[config.mk]
export PLATFORM = sky130hd
export DESIGN_NAME = if_fetch_unit
export DESIGN_NICKNAME = d
export VERILOG_FILES = /design/src/rtl/cpu_pkg.sv /design/src/rtl/if_id_reg.sv /design/src/rtl/if_fetch_unit.sv
export SDC_FILE = /design/constraint.sdc
export NUM_CORES = 1
export LEC_CHECK = 0
export ABC_AREA = 0
export CAP_MARGIN = 5
export CORE_MARGIN = 2
export CORE_UTILIZATION = 25
export CTS_BUF_LIST = sky130_fd_sc_hd__clkbuf_8
export CTS_CLUSTER_DIAMETER = 120
export DETAILED_ROUTE_END_ITERATION = 6
export PLACE_DENSITY = 0.47
export SYNTH_ARGS = -nofsm -noshare
export SYNTH_HDL_FRONTEND = slang
export SYNTH_HIERARCHICAL = 1
export SYNTH_SLANG_ARGS = --single-unit
[constraint.sdc]
create_clock -name clk -period 4.4 [get_ports clk]
set_clock_uncertainty 0.1 [all_clocks]
set_input_delay 1.1 -clock clk [delete_from_list [all_inputs] [get_ports clk]]
set_output_delay 1.1 -clock clk [all_outputs]
set_load 0.05 [all_outputs]
[src/rtl/cpu_pkg.sv]
// Shared constants and types for the 16-bit MIPS-style CPU front end.
package cpu_pkg;

    localparam int AW = 16;
    localparam int DW = 16;

    localparam logic [AW-1:0] RESET_PC   = 16'h0000;
    localparam logic [DW-1:0] HALT_INSTR = 16'hFFFF;
    localparam logic [DW-1:0] NOP_INSTR  = 16'h0000;

    typedef enum logic {
        ST_RUN    = 1'b0,
        ST_HALTED = 1'b1
    } fetch_state_e;

    // Saturating 16-bit increment used by the fetch counter.
    function automatic logic [15:0] sat_inc16(input logic [15:0] v);
        return (v == 16'hFFFF) ? v : v + 16'd1;
    endfunction

endpackage

[src/rtl/if_id_reg.sv]
// IF/ID pipeline register: instruction, its address, address+1 and a valid bit.
module if_id_reg
    import cpu_pkg::*;
#(
    parameter int             P_AW  = AW,
    parameter int             P_DW  = DW,
    parameter logic [P_DW-1:0] P_NOP = NOP_INSTR
) (
    input  logic            clk,
    input  logic            rst,
    input  logic            i_load,
    input  logic            i_flush,
    input  logic [P_DW-1:0] i_instr,
    input  logic [P_AW-1:0] i_pc,
    output logic [P_DW-1:0] o_instr,
    output logic [P_AW-1:0] o_pc,
    output logic [P_AW-1:0] o_pc_next,
    output logic            o_valid
);

    logic [P_DW-1:0] r_instr;
    logic [P_AW-1:0] r_pc;
    logic [P_AW-1:0] r_pc_next;
    logic            r_valid;

    // Flush only squashes the instruction; the address fields are don't-care
    // while invalid, so they are left alone.
    always_ff @(posedge clk) begin
        if (rst) begin
            r_instr   <= P_NOP;
            r_pc      <= '0;
            r_pc_next <= '0;
            r_valid   <= 1'b0;
        end else if (i_flush) begin
            r_instr   <= P_NOP;
            r_valid   <= 1'b0;
        end else if (i_load) begin
            r_instr   <= i_instr;
            r_pc      <= i_pc;
            r_pc_next <= i_pc + P_AW'(1);
            r_valid   <= 1'b1;
        end
    end

    assign o_instr   = r_instr;
    assign o_pc      = r_pc;
    assign o_pc_next = r_pc_next;
    assign o_valid   = r_valid;

endmodule

[src/rtl/if_fetch_unit.sv]
// Instruction-fetch stage: owns the PC, reads the async instruction memory,
// fills IF/ID and stops on the HALT encoding until redirected.
module if_fetch_unit
    import cpu_pkg::*;
#(
    parameter int              P_AW         = AW,
    parameter int              P_DW         = DW,
    parameter logic [P_AW-1:0] P_RESET_PC   = RESET_PC,
    parameter logic [P_DW-1:0] P_HALT_INSTR = HALT_INSTR,
    parameter logic [P_DW-1:0] P_NOP_INSTR  = NOP_INSTR
) (
    input  logic            clk,
    input  logic            rst,
    output logic [P_AW-1:0] imem_addr,
    input  logic [P_DW-1:0] imem_data,
    input  logic            stall,
    input  logic            redirect_valid,
    input  logic [P_AW-1:0] redirect_pc,
    output logic [P_DW-1:0] if_instr,
    output logic [P_AW-1:0] if_pc,
    output logic [P_AW-1:0] if_pc_next,
    output logic            if_valid,
    output logic            halted,
    output logic [15:0]     fetch_count
);

    fetch_state_e    r_state;
    fetch_state_e    w_state_nxt;
    logic [P_AW-1:0] r_pc;
    logic [P_AW-1:0] w_pc_nxt;
    logic [15:0]     r_fetch_count;
    logic            w_load;
    logic            w_flush;

    // imem_data is only inspected on the RUN/no-stall/no-redirect path, so an
    // unknown word on the bus while stalled or halted never reaches IF/ID.
    always_comb begin
        w_state_nxt = r_state;
        w_pc_nxt    = r_pc;
        w_load      = 1'b0;
        w_flush     = 1'b0;
        if (redirect_valid) begin
            w_flush     = 1'b1;
            w_pc_nxt    = redirect_pc;
            w_state_nxt = ST_RUN;
        end else if (stall) begin
            w_load      = 1'b0;
        end else if (r_state == ST_RUN) begin
            w_load = 1'b1;
            if (imem_data == P_HALT_INSTR) begin
                w_state_nxt = ST_HALTED;
            end else begin
                w_pc_nxt = r_pc + P_AW'(1);
            end
        end else begin
            w_flush = 1'b1;
        end
    end

    always_ff @(posedge clk) begin
        if (rst) begin
            r_state       <= ST_RUN;
            r_pc          <= P_RESET_PC;
            r_fetch_count <= 16'h0000;
        end else begin
            r_state <= w_state_nxt;
            r_pc    <= w_pc_nxt;
            if (w_load) begin
                r_fetch_count <= sat_inc16(r_fetch_count);
            end
        end
    end

    if_id_reg #(
        .P_AW  (P_AW),
        .P_DW  (P_DW),
        .P_NOP (P_NOP_INSTR)
    ) u_if_id (
        .clk       (clk),
        .rst       (rst),
        .i_load    (w_load),
        .i_flush   (w_flush),
        .i_instr   (imem_data),
        .i_pc      (r_pc),
        .o_instr   (if_instr),
        .o_pc      (if_pc),
        .o_pc_next (if_pc_next),
        .o_valid   (if_valid)
    );

    assign imem_addr   = r_pc;
    assign halted      = (r_state == ST_HALTED);
    assign fetch_count = r_fetch_count;

endmodule
==> flow_metrics.py, run 1 <==
# Generated from Yosys and OpenROAD reports
metrics = {
    "timing": {
        "final_max_slew_viol_count": 0,
        "worst_pin_slew_ns": 0.879,
        "hold_viol_final": 0,
        "setup_viol": 0,
        "fmax_ghz": 0.317,
        "fin_crit_ns": 3.16,
        "tns_ns": 0,
        "min_period_over_period_pct": 71.7,
        "fin_ws_ns": 1.24,
        "rsz0062_at_grt": "false",
    },
    "route": {
        "wl_met2_um": 5880,
        "avgViaCountPerCell": 5.05,
        "routed_wl_um": 12900,
        "wl_met1_um": 5810,
        "vias": 4018,
        "wl_met3_um": 938,
        "final_antenna_net_count": 0,
        "drcViolationCount": 0,
        "routedWlPerCell_um": 16.2,
        "drtPass1Iterations": 5,
    },
    "power_and_ir_drop": {
        "clock_power_uw": 510,
        "netSwitchingPower_uw": 530,
        "power_mw": 1.62,
        "p_seq_share_pct": 49.7,
        "irDropWorstVdd_uv": 122,
        "maxPowerGroup": "registers",
        "power_density_mw_per_mm2": 290,
        "power.internal_mw": 1.09,
        "p_leak_nw": 1.85,
        "powerSeq_uw": 804,
        "combPwrFrac_pct": 18.8,
        "power_switching_share_pct": 32.7,
    },
    "floorplanning": {
        "fp_util_pct": 25.5,
        "dieHeight_um": 131,
        "ios": 118,
        "fp.dieW_um": 131,
    },
    "outcome": {
        "status": "complete, no violations",
    },
    "final_layout": {
        "fill_cells": 1624,
        "antenna_cells": 0,
        "buffers": 126,
        "instances_no_fill": 795,
        "lay_top_count": "clkdlybuf4s50_1",
        "combGateArea_sq_mm": 0.00218,
        "nonClkBufAreaFrac_pct": 22.4,
        "clkbuf_count": 9,
        "seq_cell_count": 82,
        "layout.nets": 613,
        "seq_area_sq_mm": 0.00164,
        "logic_gate_count": 339,
        "clock_area_share_pct": 3.21,
        "lay_top_cells": "116 x clkdlybuf4s50_1, 82 x dfxtp_1, 50 x nand2_1",
    },
    "worst_hold_path": {
        "min_to": "u_if_id/o_pc[7]",
        "hp-class": "flop to flop",
        "min_path_cells": 2,
    },
    "synth": {
        "ys_ff": 82,
        "ys_types": 56,
        "simple_gate_area_share_pct": 27.4,
        "topCombFamilyByArea": "simple AND/OR/NAND/NOR gates",
        "syn_area_sq_mm": 0.00403,
        "synth_cells": 466,
        "async_flop_share_pct": 0,
        "yosys_cells": 466,
        "synth.avg_cell_area_sq_um": 8.65,
        "ys_sh_adder_pct": 0.931,
        "yosys-top-cells-count": "82 x dfxtp_1, 50 x nand2_1, 49 x nor2_1",
        "ys_chip_area_sq_mm": 0.00403,
        "topCellsByArea": "dfxtp_1 41%, a21oi_1 4.7%, nand2_1 4.7%",
        "synth.area.mux_share_pct": 5.59,
    },
    "critical_path": {
        "regToRegStartpoint": "imem_addr[1]",
        "reg2reg_depth": 6,
        "reg2reg_slack_ns": 2.10,
        "critPathLaunch": "imem_addr[10]",
        "crit_chain": "clkdlybuf4s50_1",
        "worstSetupStartpointType": "flop",
        "cp.required_ns": 3.20,
        "endpoint": "imem_addr[10]",
        "cp_slowest_cell": "clkdlybuf4s50_1",
        "critical_path_peak_fanout": 12,
    },
    "clock_tree": {
        "clk_pin_slew_ns": 0.09,
        "cts_buffers": 9,
        "cts_hold_buffers": 0,
        "cts.path.max_buffers": 2,
        "cts_resized": 0,
        "root_buffer": "clkbuf_8",
        "cts_tree": "yes",
        "cts_sinks": 82,
    },
    "grt": {
        "grt_pass1_vias": 3706,
        "grt_use_met1_pct": 20.3,
        "grt_busiest_layer": "met2",
        "grt_start_max_net_pins": 70,
        "grt-ovfl-total": 0,
        "grt_util_met2_pct": 24.1,
        "grt_use_total_pct": 15.3,
        "antenna_found_initial": 1,
        "grt_pass1_wl_um": 20200,
    },
    "placement": {
        "placed_cells": 779,
        "dp_worst_setup_slack_ns": 0.817,
        "dp_hpwl_um": 9040,
        "gp_congestion": 0.783,
    },
    "run": {
        "tool_warnings": 26,
    },
}
Figure 1. M3 wires (run 1).
(3 px per um)
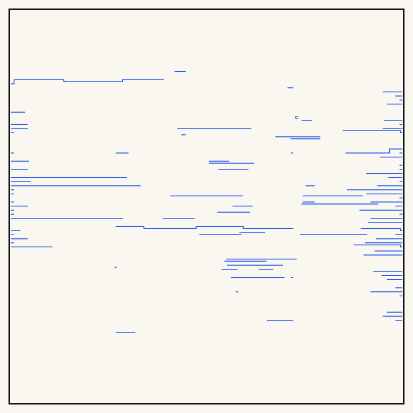
longest straight run	43.0 um
wire length on this layer	939 um
nets with wire on the layer	84

Figure 2. Cells colored by class (run 1).
(2 px per um)
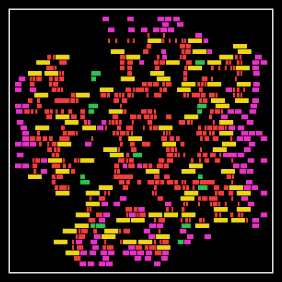
class	color	cells
remaining buffers and delay cells	magenta	126
clock drivers and dummy loads	green	16
sequential cells	yellow	82
combinational and other logic	red	355
register share of the cell area: 29.4%
floorplan row count: 46
Finished Core Util: 35.2%
Finished Cell Area: 0.00557 sq mm
core area: 0.0158 sq mm

Figure 3. Signal wires by layer (run 1).
(3 px per um) Only two layers are drawn.
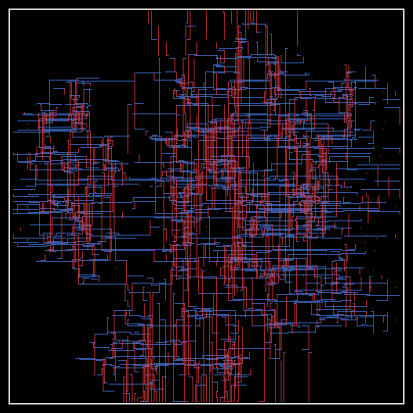
layer	color	wire length
metal 2	red	5,880 um
metal 1	blue	5,810 um

Figure 4. Placement view (run 1).
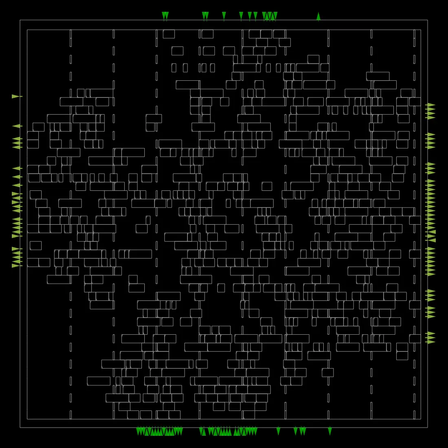

==> inputs of run 2 (changes only) <==
==> constraint.sdc (replaced) <==
create_clock -name clk -period 3 [get_ports clk]
set_clock_uncertainty 0.1 [all_clocks]
set_input_delay 0.75 -clock clk [delete_from_list [all_inputs] [get_ports clk]]
set_output_delay 0.75 -clock clk [all_outputs]
set_load 0.05 [all_outputs]
Figure 5. Placement view (run 2).
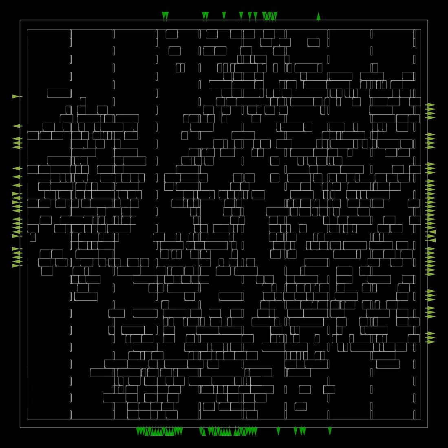
TAP cells: 216
Finished Core Util: 36.2%
FF+latch count: 82
register share of the cell area: 28.7%
FILL cells: 1,651

Figure 6. Cell density map (run 2).
(3 px per um) 13 x 13 tiles, from black (low) to pale yellow (high), 0 to 100% covered.
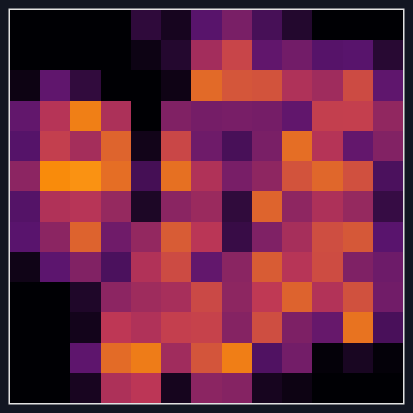
mean over tiles	32%
tiles over 75% full	0.60%
fullest tile	76%
nearly empty tiles	16%

==> flow_metrics.py, run 2 <==
# Generated from Yosys and OpenROAD reports
metrics = {
    "final_layout": {
        "lay_top_count": "clkdlybuf4s50_1",
        "clock_area_share_pct": 3.58,
        "clkbuf_count": 11,
        "final_area_sq_mm": 0.00573,
        "nonClkBufAreaFrac_pct": 24.0,
        "buffers": 143,
        "instances_no_fill": 812,
        "logic_gate_count": 339,
        "lay_top_cells": "116 x clkdlybuf4s50_1, 82 x dfxtp_1, 50 x nand2_1",
        "layout.nets": 630,
    },
    "floorplanning": {
        "core-area_sq_mm": 0.0158,
        "dieHeight_um": 131,
        "fp.dieW_um": 131,
        "ios": 118,
        "rows": 46,
        "fp_util_pct": 25.5,
    },
    "placement": {
        "portBuffers": 117,
        "gp_congestion": 0.786,
        "dp_hpwl_um": 9710,
        "placed_cells": 796,
    },
    "route": {
        "wl_met2_um": 6020,
        "avgViaCountPerCell": 4.92,
        "drtPass1Iterations": 4,
        "routed_wl_um": 13100,
        "vias": 3991,
        "wl_met1_um": 5930,
        "routedWlPerCell_um": 16.1,
        "wl_met3_um": 925,
        "final_antenna_net_count": 0,
        "drcViolationCount": 0,
    },
    "timing": {
        "worst_pin_slew_ns": 0.748,
        "final_max_slew_viol_count": 0,
        "fin_ws_ns": 0.277,
        "setup_viol": 0,
        "fmax_ghz": 0.367,
        "tns_ns": 0,
        "fin_crit_ns": 2.72,
        "min_period_over_period_pct": 90.8,
        "rsz0062_at_grt": "false",
    },
    "synth": {
        "yosys-top-cells-count": "82 x dfxtp_1, 50 x nand2_1, 49 x nor2_1",
        "synth_cells": 466,
        "yosys_cells": 466,
        "syn_area_sq_mm": 0.00403,
        "topCellsByArea": "dfxtp_1 41%, a21oi_1 4.7%, nand2_1 4.7%",
        "synth.avg_cell_area_sq_um": 8.65,
        "synth.area.mux_share_pct": 5.59,
        "ys_ff": 82,
        "topCombFamilyByArea": "simple AND/OR/NAND/NOR gates",
        "async_flop_share_pct": 0,
        "ys_sh_adder_pct": 0.931,
        "ys_chip_area_sq_mm": 0.00403,
    },
    "outcome": {
        "status": "complete, no violations",
    },
    "power_and_ir_drop": {
        "maxPowerGroup": "registers",
        "power_mw": 2.48,
        "p_seq_share_pct": 47.0,
        "power_density_mw_per_mm2": 433,
        "combPwrFrac_pct": 19.3,
        "irDropWorstVdd_uv": 172,
        "netSwitchingPower_uw": 746,
        "powerSeq_mw": 1.16,
        "p_leak_nw": 1.96,
        "power.internal_mw": 1.73,
        "power_switching_share_pct": 30.1,
    },
    "critical_path": {
        "reg2reg_slack_ns": 0.71,
        "endpoint": "imem_addr[0]",
        "critical_path_peak_fanout": 9,
        "cp.required_ns": 2.15,
        "worstSetupStartpointType": "flop",
        "critPathLaunch": "imem_addr[0]",
        "regToRegStartpoint": "imem_addr[0]",
        "crit_chain": "clkdlybuf4s50_1",
        "reg2reg_depth": 6,
    },
    "grt": {
        "grt_busiest_layer": "met2",
        "grt_start_max_net_pins": 70,
        "grt_util_met2_pct": 25.2,
        "antenna_found_initial": 0,
        "grt_use_met1_pct": 19.7,
        "grt-ovfl-total": 0,
        "grt_use_total_pct": 15.5,
    },
    "clock_tree": {
        "cts_tree": "yes",
        "cts_buffers": 9,
        "root_buffer": "clkbuf_8",
        "cts_resized": 0,
        "clkLatencyLatePin_ns": 0.37,
        "cts.path.max_buffers": 2,
        "clk_pin_slew_ns": 0.09,
        "cts_sinks": 82,
        "cts_hold_buffers": 0,
    },
    "worst_hold_path": {
        "hp-class": "flop to flop",
        "min_path_cells": 2,
    },
    "run": {
        "drv_cap": 0,
    },
}
==> inputs of run 3 (changes only) <==
--- a/config.mk
+++ b/config.mk
@@ -6,8 +6,8 @@
 export NUM_CORES = 1
 export LEC_CHECK = 0
 export ABC_AREA = 0
-export CAP_MARGIN = 5
-export CORE_MARGIN = 2
+export CAP_MARGIN = 20
+export CORE_MARGIN = 1.5
 export CORE_UTILIZATION = 25
 export CTS_BUF_LIST = sky130_fd_sc_hd__clkbuf_8
 export CTS_CLUSTER_DIAMETER = 120
==> flow_metrics.py, run 3 <==
# Generated from Yosys and OpenROAD reports
metrics = {
    "outcome": {
        "status": "complete, no violations",
    },
    "critical_path": {
        "endpoint": "imem_addr[13]",
        "crit_chain": "clkdlybuf4s50_1",
        "regToRegStartpoint": "imem_addr[0]",
        "critPathBufInv": 1,
        "worstSetupStartpointType": "flop",
        "reg2reg_depth": 5,
        "critical_path_peak_fanout": 10,
        "cp_slowest_cell": "clkdlybuf4s50_1",
        "worstReg2RegEnd": "u_if_id/o_pc_next[12]",
        "cpPeakStageDelay_ns": 0.89,
        "cp.required_ns": 2.15,
        "critPathLaunch": "imem_addr[13]",
        "end_kind": "output pin",
        "reg2reg_slack_ns": 0.72,
        "path_delay_family": "buffers and inverters",
        "crit_type": "flop to output pin",
        "cp.arrival_ns": 1.84,
        "crit_cells": 1,
    },
    "floorplanning": {
        "taps": 216,
        "rows": 46,
        "core-area_sq_mm": 0.0158,
        "dieHeight_um": 130,
        "die_area_sq_mm": 0.0169,
        "ios": 118,
        "fp.dieW_um": 130,
        "fp_util_pct": 25.5,
    },
    "route": {
        "drtPass1Iterations": 4,
        "wl_met2_um": 6240,
        "wl_met3_um": 788,
        "drt-initial-drc-count": 274,
        "routedWlPerCell_um": 16.2,
        "dr.max_layer_used": "met4",
        "routed_wl_um": 13200,
        "avgViaCountPerCell": 5.02,
        "final_antenna_net_count": 0,
        "wl_met1_um": 5940,
        "drcViolationCount": 0,
    },
    "final_layout": {
        "buffers": 146,
        "final_area_sq_mm": 0.00581,
        "antenna_cells": 0,
        "layout.nets": 633,
        "postLayoutCoreUtil_pct": 36.7,
        "lay_top_count": "clkdlybuf4s50_1",
        "logic_gate_count": 339,
        "syn_to_final_growth_pct": 44.0,
        "nonClkBufAreaFrac_pct": 24.3,
        "combGateArea_sq_mm": 0.00218,
        "drive_above_1_share_pct": 10.2,
        "lay_top_cells": "116 x clkdlybuf4s50_1, 82 x dfxtp_1, 50 x nand2_1",
        "clock_area_share_pct": 4.29,
        "n_all_inverters": 16,
        "top_area_cell_class": "logic gates",
        "clkbuf_count": 10,
        "seq_cell_count": 82,
        "seq_area_sq_mm": 0.00164,
        "comb_share_pct": 37.5,
    },
    "power_and_ir_drop": {
        "power_switching_share_pct": 28.8,
        "power.internal_mw": 1.89,
        "clkPwrFrac_pct": 37.7,
        "power_density_mw_per_mm2": 457,
        "combPwrFrac_pct": 18.4,
        "clock_power_mw": 1.00,
        "p_leak_nw": 2.00,
        "comb_power_uw": 487,
        "power_mw": 2.65,
        "maxPowerGroup": "registers",
        "powerSeq_mw": 1.16,
        "netSwitchingPower_uw": 763,
        "irDropWorstVdd_uv": 183,
        "p_seq_share_pct": 43.9,
    },
    "synth": {
        "ys_sh_adder_pct": 0.931,
        "ys_types": 56,
        "simple_gate_area_share_pct": 27.4,
        "yosys_cells": 466,
        "xor_share_pct": 1.30,
        "ys_chip_area_sq_mm": 0.00403,
        "synth_cells": 466,
        "synth.net_count": 505,
        "synth.avg_cell_area_sq_um": 8.65,
        "top_area_cell": "dfxtp_1",
        "yosys.cell_count.top_type": "dfxtp_1",
        "async_flop_share_pct": 0,
        "synth-main-ff-cell": "dfxtp_1",
        "yosys-top-cells-count": "82 x dfxtp_1, 50 x nand2_1, 49 x nor2_1",
        "edf_count": 0,
        "ys_ff": 82,
        "yosysWarnings": 6,
        "ys_seq_share_pct": 40.7,
        "ys_sh_aoi_pct": 18.6,
        "topCellsByArea": "dfxtp_1 41%, a21oi_1 4.7%, nand2_1 4.7%",
        "synth.area.mux_share_pct": 5.59,
        "syn_area_sq_mm": 0.00403,
        "topCombFamilyByArea": "simple AND/OR/NAND/NOR gates",
        "synth.top_cell.area_share_pct": 40.7,
    },
    "timing": {
        "tns_ns": 0,
        "fmax_ghz": 0.372,
        "min_period_over_period_pct": 89.5,
        "fin_ws_ns": 0.315,
        "relSlewSlack_pct": 50.3,
        "setup_viol": 0,
        "whs_ns": 0.356,
        "final_max_slew_viol_count": 0,
        "rsz0062_at_grt": "false",
        "fin_crit_ns": 2.69,
        "hold_viol_final": 0,
        "worst_pin_slew_ns": 0.745,
    },
    "placement": {
        "dp_worst_setup_slack_ns": -0.0340,
        "dp_hpwl_um": 9760,
        "placed_cells": 799,
        "gp_congestion": 0.828,
        "portBuffers": 117,
        "placed_area_sq_mm": 0.00556,
    },
    "clock_tree": {
        "cts_hold_buffers": 0,
        "clk_pin_slew_ns": 0.08,
        "cts_sinks": 82,
        "clkLatencyLatePin_ns": 0.38,
        "cts.path.max_buffers": 2,
        "h-tree-depth": 3,
        "cts_buffers": 9,
        "cts_resized": 0,
        "root_buffer": "clkbuf_8",
        "postCtsSetupRepairBufs": 0,
        "cts_tree": "yes",
    },
    "grt": {
        "grt_pass1_wl_um": 21100,
        "grt_pass1_vias": 3899,
        "antenna_found_initial": 0,
        "grt_use_met1_pct": 20.4,
        "grt_start_max_net_pins": 70,
        "grt_use_total_pct": 16.1,
        "grt_util_met2_pct": 26.3,
        "grt-ovfl-total": 0,
        "grt_busiest_layer": "met2",
    },
    "worst_hold_path": {
        "min_to": "u_if_id/o_pc[0]",
        "min_from": "u_if_id/o_pc[0]",
        "min_path_cells": 2,
        "hp-class": "flop to flop",
    },
    "run": {
        "tool_warnings": 26,
        "drv_cap": 0,
    },
}
Figure 7. M3 wires (run 3).
(3 px per um)
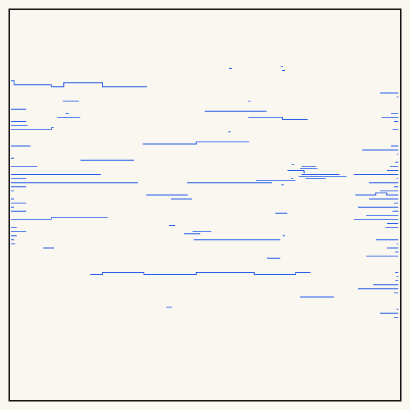
longest straight run	42.1 um
share of all routed wire	6.0%
nets with wire on the layer	86
via count: 4,089
GR Layer Usage met3: 4.88%

Figure 8. Placement view (run 3).
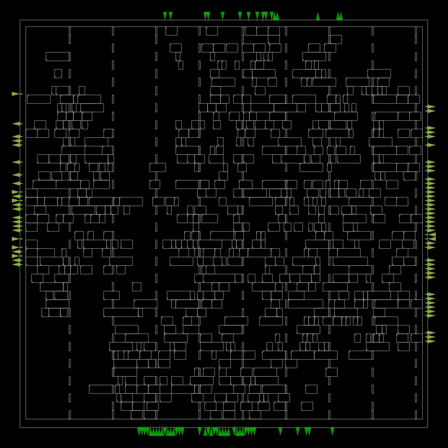
FILL cells: 1,618
non-filler cells, final: 815
register share of the cell area: 28.3%

